[src/rtl/serial_add_ctrl.sv]
// -----------------------------------------------------------------------------
// serial_add_ctrl
//
// Bit-serial adder/subtractor. A single 1-bit full-adder cell processes
// the operands LSB first, one bit per clock, so an operation of WIDTH bits
// takes WIDTH RUN cycles plus one DONE cycle.
//
// Subtraction is done as A + ~B + 1: the B register is loaded inverted and
// the carry register is preset to 1, so the same cell serves both modes and
// COUT=1 after a subtract means "no borrow".
//
// Ports
//   CLK    in   clock, all state changes on the rising edge
//   RST    in   synchronous active-high reset, overrides everything
//   START  in   request an operation (only looked at in IDLE)
//   SUB    in   0: A+B+CIN, 1: A-B (captured with START)
//   A, B   in   WIDTH-bit operands (captured with START)
//   CIN    in   carry-in for add, ignored for subtract
//   BUSY   out  high in RUN and DONE
//   DONE   out  one-cycle pulse, S/COUT/OVF valid
//   S      out  result; shows partial shifts during RUN
//   COUT   out  carry out of the MSB
//   OVF    out  signed overflow
// -----------------------------------------------------------------------------
module serial_add_ctrl #(
  parameter int WIDTH = 8
) (
  input  logic             CLK,
  input  logic             RST,
  input  logic             START,
  input  logic             SUB,
  input  logic [WIDTH-1:0] A,
  input  logic [WIDTH-1:0] B,
  input  logic             CIN,
  output logic             BUSY,
  output logic             DONE,
  output logic [WIDTH-1:0] S,
  output logic             COUT,
  output logic             OVF
);

  localparam int CW = (WIDTH > 1) ? $clog2(WIDTH) : 1;

  typedef enum logic [1:0] {
    ST_IDLE = 2'd0,
    ST_RUN  = 2'd1,
    ST_DONE = 2'd2
  } state_t;

  state_t           state_reg;
  logic [WIDTH-1:0] a_sh_reg;
  logic [WIDTH-1:0] b_sh_reg;
  logic [WIDTH-1:0] s_sh_reg;
  logic             carry_reg;
  logic [CW-1:0]    cnt_reg;
  logic             busy_reg;
  logic             done_reg;
  logic             cout_reg;
  logic             ovf_reg;

  // The one and only full-adder cell, fed from the operand LSBs.
  logic fa_a;
  logic fa_b;
  logic fa_sum;
  logic fa_carry;
  logic last_bit;

  assign fa_a     = a_sh_reg[0];
  assign fa_b     = b_sh_reg[0];
  assign fa_sum   = fa_a ^ fa_b ^ carry_reg;
  assign fa_carry = (fa_a & fa_b) | (carry_reg & (fa_a ^ fa_b));
  assign last_bit = (cnt_reg == CW'(WIDTH - 1));

  always_ff @(posedge CLK) begin
    if (RST) begin
      state_reg <= ST_IDLE;
      a_sh_reg  <= '0;
      b_sh_reg  <= '0;
      s_sh_reg  <= '0;
      carry_reg <= 1'b0;
      cnt_reg   <= '0;
      busy_reg  <= 1'b0;
      done_reg  <= 1'b0;
      cout_reg  <= 1'b0;
      ovf_reg   <= 1'b0;
    end else begin
      case (state_reg)
        ST_IDLE: begin
          done_reg <= 1'b0;
          if (START) begin
            a_sh_reg  <= A;
            b_sh_reg  <= SUB ? ~B : B;
            carry_reg <= SUB ? 1'b1 : CIN;
            cnt_reg   <= '0;
            busy_reg  <= 1'b1;
            state_reg <= ST_RUN;
          end
        end

        ST_RUN: begin
          s_sh_reg  <= {fa_sum, s_sh_reg[WIDTH-1:1]};
          a_sh_reg  <= {1'b0, a_sh_reg[WIDTH-1:1]};
          b_sh_reg  <= {1'b0, b_sh_reg[WIDTH-1:1]};
          carry_reg <= fa_carry;
          cnt_reg   <= cnt_reg + 1'b1;
          if (last_bit) begin
            // carry_reg is the carry into the MSB at this point, fa_carry
            // the carry out of it; their difference flags signed overflow.
            cout_reg  <= fa_carry;
            ovf_reg   <= carry_reg ^ fa_carry;
            done_reg  <= 1'b1;
            state_reg <= ST_DONE;
          end
        end

        ST_DONE: begin
          done_reg  <= 1'b0;
          busy_reg  <= 1'b0;
          state_reg <= ST_IDLE;
        end

        default: begin
          done_reg  <= 1'b0;
          busy_reg  <= 1'b0;
          state_reg <= ST_IDLE;
        end
      endcase
    end
  end

  assign BUSY = busy_reg;
  assign DONE = done_reg;
  assign S    = s_sh_reg;
  assign COUT = cout_reg;
  assign OVF  = ovf_reg;

endmodule

[config.mk]
export PLATFORM = sky130hd
export DESIGN_NAME = serial_add_ctrl
export DESIGN_NICKNAME = d
export VERILOG_FILES = /design/src/rtl/serial_add_ctrl.sv
export SDC_FILE = /design/constraint.sdc
export NUM_CORES = 1
export LEC_CHECK = 0
export ABC_AREA = 1
export CELL_PAD_IN_SITES_DETAIL_PLACEMENT = 0
export CELL_PAD_IN_SITES_GLOBAL_PLACEMENT = 1
export CORE_MARGIN = 1.5
export CORE_UTILIZATION = 41
export CTS_BUF_LIST = sky130_fd_sc_hd__clkbuf_2
export CTS_CLUSTER_SIZE = 16
export DETAILED_ROUTE_END_ITERATION = 8
export DONT_BUFFER_PORTS = 1
export PLACE_DENSITY_LB_ADDON = 0.1
export SYNTH_ARGS = -nofsm -noshare
export SYNTH_HDL_FRONTEND = slang
export SYNTH_SLANG_ARGS = --single-unit
[constraint.sdc]
create_clock -name CLK -period 1 [get_ports CLK]
set_input_delay 0.1 -clock CLK [delete_from_list [all_inputs] [get_ports CLK]]
set_output_delay 0.1 -clock CLK [all_outputs]
set_load 0.005 [all_outputs]
==> metrics.log <==
[flow] collecting metrics
[metrics] run status: finished with violations
[metrics] failing checks: hold timing, setup timing
[metrics] total I/O pin count: 33
[metrics] number of post-CTS setup repair buffers: 1
[metrics] dominant class by area: combinational gates
[metrics] combinational cell power: 0.525 mW
[metrics] final count of hold timing violations: 18
[metrics] GR peak layer: met2
[metrics] # diodes: 0
[metrics] aggregate negative setup slack: -1880 ps
[metrics] drt pass-1 iters: 4
[metrics] area fraction in compound gates after synthesis: 0.0627
[metrics] category of the worst setup path capture point: flop
[metrics] critical path start-end classification: reg -> reg
[metrics] cell repeated most along the worst path: inv_8
[metrics] slew of the pin with the lowest slew margin: 217 ps
[metrics] NonClk Buf Share: 0.117
[metrics] number of placed instances with taps included: 290
[metrics] number of nets with antenna violations after routing: 0
[metrics] max-slew violation count: 0
[metrics] Worst path slowest cell: dfxtp_4
[metrics] largest stage delay on the critical path: 430 ps
[metrics] WP data required: 1280 ps
[metrics] time the worst path needs with I/O delays and setup: 1130 ps
[metrics] category of the worst setup path launch point: flop
[metrics] count of state elements after synthesis: 34
[metrics] Multi-input gate area: 1040 um^2
[metrics] horizontal die dimension: 64.6 um
[metrics] Setup Viol. Count Final: 25
[metrics] fraction of the mapped netlist area in simple logic gates: 0.369
[metrics] total half-perimeter wirelength after legalization and detailed placement: 2550 um
[metrics] CTS sink cnt: 34
[metrics] fraction of area in registers: 0.316
[metrics] hold slack final: -240 ps
[metrics] most common library cell in the layout ignoring fill and taps: nand2_1
[metrics] vertical die size: 64.6 um
[metrics] count of max-cap constraint violations: 0
[metrics] setup ws final: -131 ps
[metrics] most common flop cell mapped by yosys: dfxtp_1
[metrics] largest net degree at the start of global routing: 15
[metrics] most common logic cells in the final layout: nand2_1, nor2_1, dfxtp_1
[metrics] layout overhead on the synthesized area: 41.1%
[metrics] footprint of the flip-flops and latches: 694 um^2
[metrics] most frequent cell after synthesis: nand2_1
[metrics] reported sequential group power: 1.51 mW
[metrics] post-synthesis net count: 261
[metrics] clock-pin slew reported for the worst setup and hold paths after clock tree synthesis: 170 ps
[metrics] clock latency of the later-clocked register in the worst-skew pair: 380 ps
[metrics] number of distinct library cells after synthesis: 17
[metrics] Overflow after GRT: 0
[metrics] endpoint arrival time on the critical path: 1410 ps
[metrics] initial antenna violation count: 0
[metrics] Comb/total area: 0.472
[metrics] top contributor to total power: sequential cells
[metrics] worst voltage drop across the vdd grid: 1080 uV
[metrics] total cells reported by yosys after synthesis: 237
## routing by layer
layer / share of wire / wire, um
met1: 0.43 / 1600
met2: 0.52 / 1940
met3: 0.042 / 157
met4: 0.0091 / 34
met5: 0 / 0
## path summary, 6_finish.rpt
| check | end | from | slack [ps] | cells after the start |
|---|---|---|---|---|
| setup / recovery | b_sh_reg[2] | state_reg[1] | -130 | 8 |
| hold / removal | state_reg[1] | RST | -240 | 1 |
| setup reg to reg | b_sh_reg[2] | state_reg[1] | -130 | 8 |
| hold reg to reg | cnt_reg[1] | cnt_reg[1] | 490 | 2 |
## critical path: cells and delay by family, from the launching register on
kind	cells	cell delay, ps
simple gates	5	360
buf+inv	3	260
flops	1	430
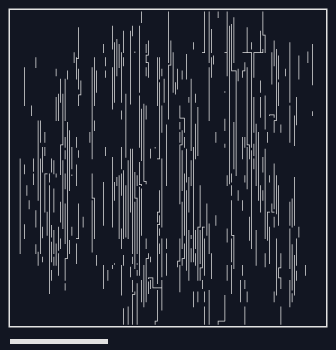
*Signal wires on met2*
Bar = 20 um.
main direction: vertical
nets with wire on the layer: 225
longest straight run: 32.3 um
WL final: 3730 um
met2 Track Usage GR: 0.359
total number of vias: 1481

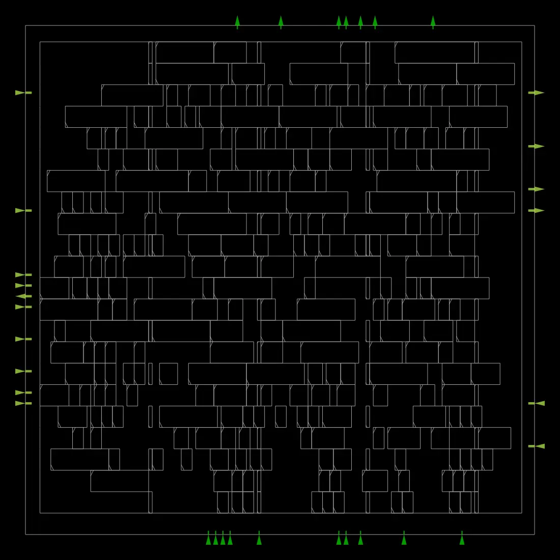
*Cell outlines without signal wires*
site row count: 22
CORE AREA: 3660 um^2
TAP cells: 48

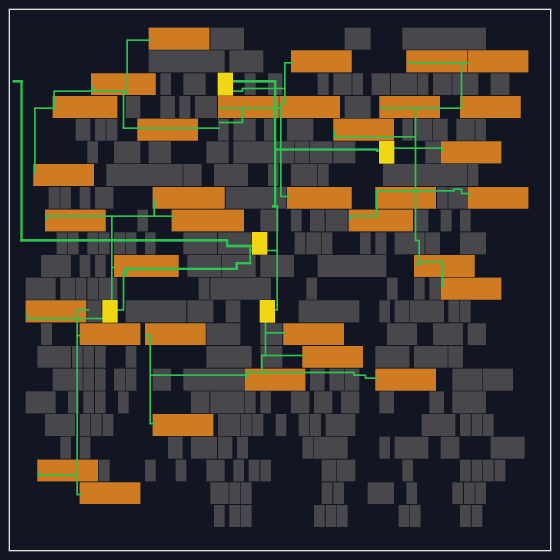
*Routed clock nets over the placement*
legend:
  green:
    item: clock wires
    length: 419 um
  yellow:
    item: clock drivers
    count: 5
  orange:
    item: flip-flops
    count: 34
routed clock nets: 6
fraction of power consumed by the clock network: 0.238
power consumed by the clock network: 0.635 mW
worst clock skew on the final layout: 16.7 ps

Power is estimated from default activity; no workload was simulated.
